run_1/final_congestion.png
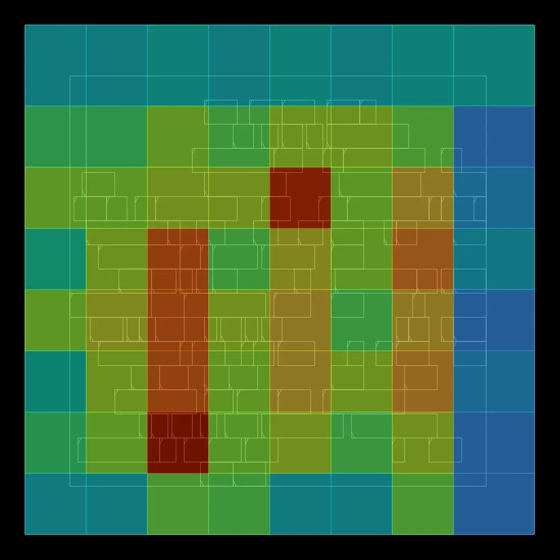
run_1/gate_families.png
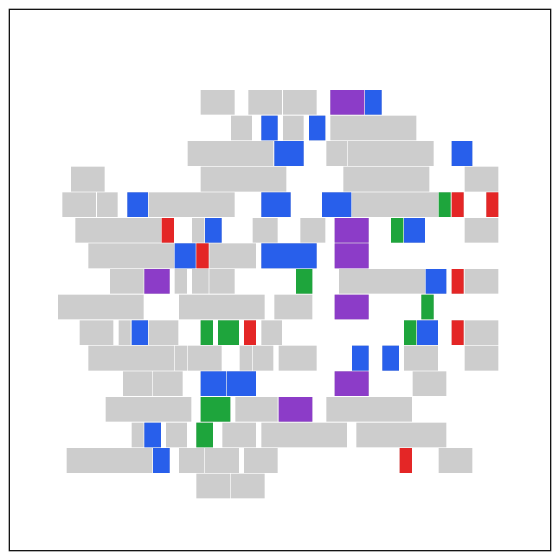
run_1/metal_stack.png
Only two layers are drawn.
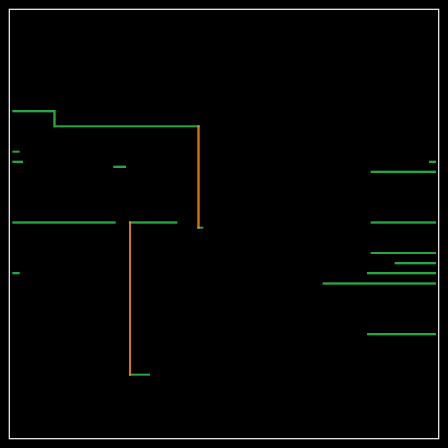
--- src/rtl/shift_reg_ctrl.sv ---
// rtl/shift_reg_ctrl.sv - parallel-load serializer with pacing, abort and frame-done pulse
//
// Loads a WIDTH-bit word on a load_valid/load_ready handshake, shifts it out one bit
// per sampled shift_en, then pulses frame_done for one cycle before accepting the
// next word.
//
// Parameters:
//   WIDTH      shift register length in bits (2..64)
//   MSB_FIRST  1: bit WIDTH-1 leaves first, 0: bit 0 leaves first
//
// Ports:
//   clk         in   clock, all state changes on the rising edge
//   reset       in   asynchronous active-high reset
//   load_valid  in   parallel word offered
//   load_data   in   parallel word to serialize (sampled only on acceptance)
//   load_ready  out  controller can accept a word (IDLE)
//   shift_en    in   pacing tick, one bit advanced per sampled high in SHIFT
//   abort       in   synchronous frame cancel, honoured in SHIFT only
//   sout        out  current serial bit (0 outside SHIFT)
//   sout_valid  out  sout carries a frame bit
//   bit_cnt     out  bits already shifted out in the current frame (0..WIDTH)
//   busy        out  frame in progress (SHIFT or DONE)
//   frame_done  out  one-cycle pulse after the last bit completes

module shift_reg_ctrl #(
    parameter int WIDTH     = 8,
    parameter int MSB_FIRST = 1,
    localparam int CW       = $clog2(WIDTH + 1)
) (
    input  logic             clk,
    input  logic             reset,
    input  logic             load_valid,
    input  logic [WIDTH-1:0] load_data,
    output logic             load_ready,
    input  logic             shift_en,
    input  logic             abort,
    output logic             sout,
    output logic             sout_valid,
    output logic [CW-1:0]    bit_cnt,
    output logic             busy,
    output logic             frame_done
);

    typedef enum logic [1:0] {
        IDLE  = 2'd0,
        SHIFT = 2'd1,
        DONE  = 2'd2
    } state_t;

    localparam logic [CW-1:0] LAST_IDX = CW'(WIDTH - 1);

    state_t           state_q;
    logic [WIDTH-1:0] shreg_q;
    logic [WIDTH-1:0] shreg_d;
    logic [CW-1:0]    bit_cnt_q;
    logic             load_ready_q;
    logic             sout_valid_q;
    logic             busy_q;
    logic             frame_done_q;
    logic             out_bit;

    // Shift one place toward the output end, filling with zero so that the
    // register is empty once the whole frame has been sent.
    always_comb begin
        shreg_d = shreg_q;
        if (MSB_FIRST != 0) begin
            shreg_d = {shreg_q[WIDTH-2:0], 1'b0};
        end else begin
            shreg_d = {1'b0, shreg_q[WIDTH-1:1]};
        end
    end

    always_comb begin
        out_bit = (MSB_FIRST != 0) ? shreg_q[WIDTH-1] : shreg_q[0];
    end

    // Status outputs are registered alongside the state so they never glitch;
    // each branch sets them to the values belonging to the state being entered.
    always_ff @(posedge clk or posedge reset) begin
        if (reset) begin
            state_q      <= IDLE;
            shreg_q      <= '0;
            bit_cnt_q    <= '0;
            load_ready_q <= 1'b1;
            sout_valid_q <= 1'b0;
            busy_q       <= 1'b0;
            frame_done_q <= 1'b0;
        end else begin
            case (state_q)
                IDLE: begin
                    if (load_valid) begin
                        state_q      <= SHIFT;
                        shreg_q      <= load_data;
                        bit_cnt_q    <= '0;
                        load_ready_q <= 1'b0;
                        sout_valid_q <= 1'b1;
                        busy_q       <= 1'b1;
                    end
                end

                SHIFT: begin
                    if (abort) begin
                        // Cancel wins over a simultaneous tick, even on the last bit.
                        state_q      <= IDLE;
                        shreg_q      <= '0;
                        bit_cnt_q    <= '0;
                        load_ready_q <= 1'b1;
                        sout_valid_q <= 1'b0;
                        busy_q       <= 1'b0;
                    end else if (shift_en) begin
                        shreg_q   <= shreg_d;
                        bit_cnt_q <= bit_cnt_q + 1'b1;
                        if (bit_cnt_q == LAST_IDX) begin
                            state_q      <= DONE;
                            sout_valid_q <= 1'b0;
                            frame_done_q <= 1'b1;
                        end
                    end
                end

                DONE: begin
                    state_q      <= IDLE;
                    shreg_q      <= '0;
                    bit_cnt_q    <= '0;
                    load_ready_q <= 1'b1;
                    busy_q       <= 1'b0;
                    frame_done_q <= 1'b0;
                end

                default: begin
                    state_q      <= IDLE;
                    shreg_q      <= '0;
                    bit_cnt_q    <= '0;
                    load_ready_q <= 1'b1;
                    sout_valid_q <= 1'b0;
                    busy_q       <= 1'b0;
                    frame_done_q <= 1'b0;
                end
            endcase
        end
    end

    assign load_ready = load_ready_q;
    assign sout_valid = sout_valid_q;
    assign sout       = sout_valid_q & out_bit;
    assign bit_cnt    = bit_cnt_q;
    assign busy       = busy_q;
    assign frame_done = frame_done_q;

endmodule

--- config.mk ---
export PLATFORM = sky130hd
export DESIGN_NAME = shift_reg_ctrl
export DESIGN_NICKNAME = d
export VERILOG_FILES = /design/src/rtl/shift_reg_ctrl.sv
export SDC_FILE = /design/constraint.sdc
export NUM_CORES = 1
export LEC_CHECK = 0
export CAP_MARGIN = 40
export CORE_MARGIN = 5
export CORE_UTILIZATION = 40
export DETAILED_ROUTE_END_ITERATION = 10
export PLACE_DENSITY = 0.67
export SKIP_LAST_GASP = 1
export SYNTH_ARGS = -nofsm -noshare
export SYNTH_HDL_FRONTEND = slang
export SYNTH_SLANG_ARGS = --single-unit
--- constraint.sdc ---
create_clock -name clk -period 2.5 [get_ports clk]
set_clock_uncertainty 0.1 [all_clocks]
set_input_delay 0.5 -clock clk [delete_from_list [all_inputs] [get_ports clk]]
set_output_delay 0.5 -clock clk [all_outputs]
set_load 0.05 [all_outputs]
==> changes_impl.md, run 1 <==
### Physical design

* Run status: finished, final reports clean
* Clock-cell share of area at 0.0314
* Ant. Diodes at 0
* Final Cell Area at ~1200 um^2
* R2R cell count at 3
* Power Total at 0.000812 W
* Most area-hungry cell type in the Yosys netlist: dfrtp_1
* CLK BUF at 4
* Number of logic gates at 58
* Worst-path fanout max at 2
* Total gr overflow at 0
* Met3 usage at 0.0430
* Vias in the first global route at 717
* Met1 Use GR at 0.171
* Max Slew Vio Count at 0
* Post-place setup slack at approximately 270 ps
* Adder Area Share at 0.0139
* Clk_lat worst skew at 310 ps
* Unrepaired setup endpoints after global routing: no
* Tap Cells at 28
* Highest clock rate at 444 MHz
About final_congestion.png:
GR peak layer: met2
Final Util: 0.533

About gate_families.png:
| color | family | cells | most used |
|---|---|---|---|
| green | NAND gates | 9 | nand2_1 |
| blue | inverting AOI/OAI gates | 21 | a21oi_1 |
| red | inverters | 8 | inv_1 |
| purple | AND-OR and OR-AND gates | 7 | a22o_2 |
fin cells: 137
Comb/total area: 0.340
most frequent logic cell in the layout: clkdlybuf4s50_1

About metal_stack.png:
| color | layer | wire length |
|---|---|---|
| orange | met4 | 34.0 um |
| green | met3 | 118 um |

==> run 2, diff against run 1 <==
--- a/config.mk
+++ b/config.mk
@@ -9,7 +9,7 @@
 export CORE_MARGIN = 5
 export CORE_UTILIZATION = 40
 export DETAILED_ROUTE_END_ITERATION = 10
-export PLACE_DENSITY = 0.67
+export PLACE_DENSITY = 0.69
 export SKIP_LAST_GASP = 1
 export SYNTH_ARGS = -nofsm -noshare
 export SYNTH_HDL_FRONTEND = slang
==> constraint.sdc (replaced) <==
create_clock -name clk -period 1.88 [get_ports clk]
set_clock_uncertainty 0.1 [all_clocks]
set_input_delay 0.376 -clock clk [delete_from_list [all_inputs] [get_ports clk]]
set_output_delay 0.376 -clock clk [all_outputs]
set_load 0.05 [all_outputs]
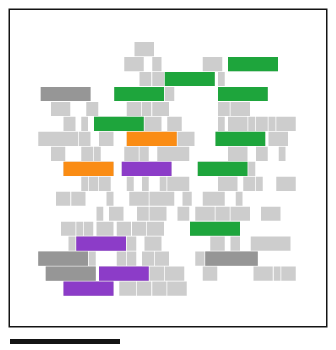
run_2/registers.png
Bar = 20 um.
| color | name in the netlist | flops |
|---|---|---|
| orange | state_q | 2 |
| green | shreg_q | 8 |
| purple | bit_cnt | 4 |
not colored: 4
Final Util: 0.550
register area: 452 um^2
Seq/total area: 0.378
Seq. pwr: 0.000498 W

==> run 2 against run 1 <==
Utilization up 1.7 points. Critical path type is now reg2reg. Total power up 32%. Register-to-register slack worse by 340 ps. Synthesized area unchanged. Non-clock buffer count up 6. Die area unchanged. Hold slack worse by 110 ps.
==> changes_impl.md, run 2 <==
### Physical design

* Most frequent logic cell in the layout: dfrtp_1
* Crit-path cells: or3b_4 -> a21oi_4 -> a22o_2
* P_int at 0.000702 W
* Synth Area in Simple Gates at 0.171
* WP depth at 3
* Crit path max-delay family: flip-flops
* Top cell type's share of synthesized area at 0.473
* Run status: finished, final reports clean
* Power Total at 0.00107 W (+32%)
* Max Slew Vio Count at 0 (unchanged)
* Adder Area Share at 0.0139 (unchanged)
* Clock network power at 0.000200 W
* Number of logic gates at 58 (unchanged)
* Vias in the first global route at 728 (+1.5%)
* CLK BUF at 4 (unchanged)
* Met3 usage at 0.0407 (-0.00226)
* Placed Instance Area at 1170 um^2
* Clock tree buffer depth at 2
* Clock-cell share of area at 0.0220 (-0.00937)
* Clk sinks at 18
* Post-Syn Area at 900 um^2
* Clk_lat worst skew at 290 ps (-20 ps)
* Top Layer Used: met3
* Most area-hungry cell type in the Yosys netlist: dfrtp_1
* Worst r2r src: state_q[0]
* Unrepaired setup endpoints after global routing: no
* Tap Cells at 28 (unchanged)
* Worst-path fanout max at 9 (+7)
* Synth Seq Share at 0.502
* Met3 routed WL at about 110 um
* Buffers on Ports at 21
* Layout cells sized above 1 at 0.243
* Comb pwr share at 0.348
* Highest clock rate at ~630 MHz
* Total gr overflow at 0 (unchanged)
* Ant. Diodes at 0 (unchanged)
* Top cells by count: dfrtp_1, inv_1, a21oi_1
* R2R cell count at 3 (unchanged)
* GR peak layer: met2
* Core Region at 2170 um^2
* Post-place setup slack at 1.16 ps (-268 ps)
* Final Cell Area at 1190 um^2 (+3.2%)
* Worst Setup End Kind: register
* Comb/total area at 0.329 (-0.0107)
* Fin cells at 143 (+4.4%)
* Buf/Inv on CP at 0
* Chip width at 57.4 um
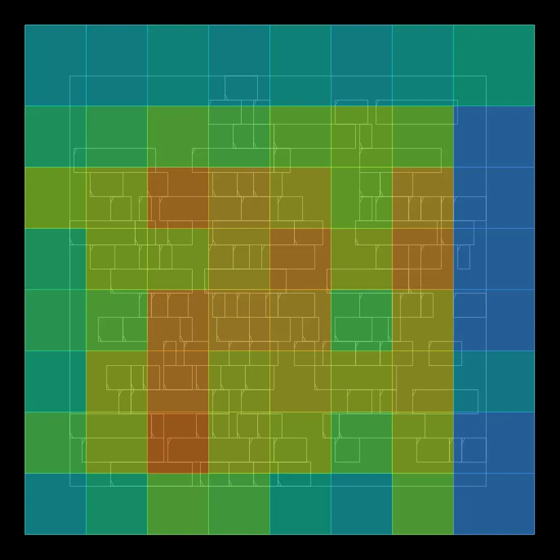
run_2/final_congestion.png
Total GRT Usage: 0.133
met1 Use GR: 0.187
Routed wire per std cell: 13.8 um

==> run 3, diff against run 2 <==
--- a/config.mk
+++ b/config.mk
@@ -9,7 +9,7 @@
 export CORE_MARGIN = 5
 export CORE_UTILIZATION = 40
 export DETAILED_ROUTE_END_ITERATION = 10
-export PLACE_DENSITY = 0.69
+export PLACE_DENSITY = 0.67
 export SKIP_LAST_GASP = 1
 export SYNTH_ARGS = -nofsm -noshare
 export SYNTH_HDL_FRONTEND = slang
==> constraint.sdc (replaced) <==
create_clock -name clk -period 1.5 [get_ports clk]
set_clock_uncertainty 0.1 [all_clocks]
set_input_delay 0.3 -clock clk [delete_from_list [all_inputs] [get_ports clk]]
set_output_delay 0.3 -clock clk [all_outputs]
set_load 0.05 [all_outputs]
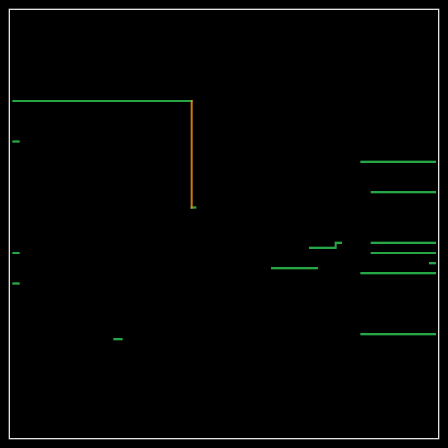
run_3/metal_stack.png
Only two layers are drawn.
| color | layer | wire length |
|---|---|---|
| green | met3 | 93.7 um |
| orange | met4 | 14.3 um |
Total GRT Usage: 0.132
WL final: 2080 um
Routed wire per std cell: 13.8 um

==> run 3 against run 2 <==
Total power grew 40%. Sequential power grew 24%. Worst setup slack lost 280 ps. Cell count grew 4.9%. Wire length grew 5.4%. Register-to-register slack lost 270 ps. Clock power grew 49%. Die area is the same. Critical path depth grew 1.
==> changes_impl.md, run 3 <==
### Physical design

* Run status: finished, final reports clean
* Comb pwr share at 0.389 (+0.041)
* Crit-path cells: clkdlybuf4s50_1 -> or3b_4 -> and3_4 -> a22o_4
* Core Region at 2170 um^2 (unchanged)
* Worst Setup End Kind: register
* Adder Area Share at 0.0139 (unchanged)
* P_int at 0.00101 W (+44%)
* Worst r2r src: state_q[0]
* Buf/Inv on CP at 1 (+1)
* Final Util at 0.630 (+0.0796)
* Clock tree buffer depth at 2 (unchanged)
* Top cell type's share of synthesized area at 0.473 (unchanged)
* Vias in the first global route at 798 (+9.6%)
* Buffers on Ports at 21 (unchanged)
* Power Total at 0.00150 W (+40%)
* Top Layer Used: met4
* Register area at 454 um^2 (+0.55%)
* Final Cell Area at 1370 um^2 (+14%)
* Unrepaired setup endpoints after global routing: yes
* GR peak layer: met2
* CLK BUF at 4 (unchanged)
* Fin cells at 150 (+4.9%)
* Most frequent logic cell in the layout: dfrtp_1
* Synth Area in Simple Gates at 0.171 (unchanged)
* Met1 Use GR at 0.169 (-0.0178)
* Clock network power at 0.000297 W (+49%)
* Highest clock rate at 671 MHz
* Most area-hungry cell type in the Yosys netlist: dfrtp_1
* Total gr overflow at 0 (unchanged)
* Top cells by count: dfrtp_1, inv_1, a21oi_1
* Crit path max-delay family: simple AND/OR/NAND/NOR gates
* Clock-cell share of area at 0.0266 (+0.00454)
* Seq/total area at 0.332 (-0.0460)
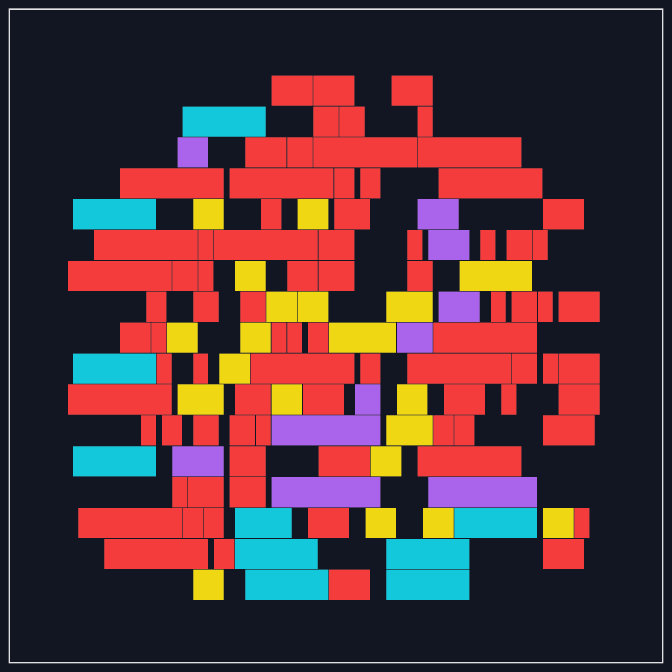
run_3/drive_strength.png
| color | size | cells | share |
|---|---|---|---|
| purple | drive 2 | 10 | 8.2% |
| yellow | drive 3 to 4 | 20 | 16% |
| cyan | drive 6 and up | 10 | 8.2% |
| red | drive 1 or less | 82 | 67% |
P&R area growth vs syn: 51.9%
final worst slack: 8.58 ps

Power is estimated from default activity; no workload was simulated.
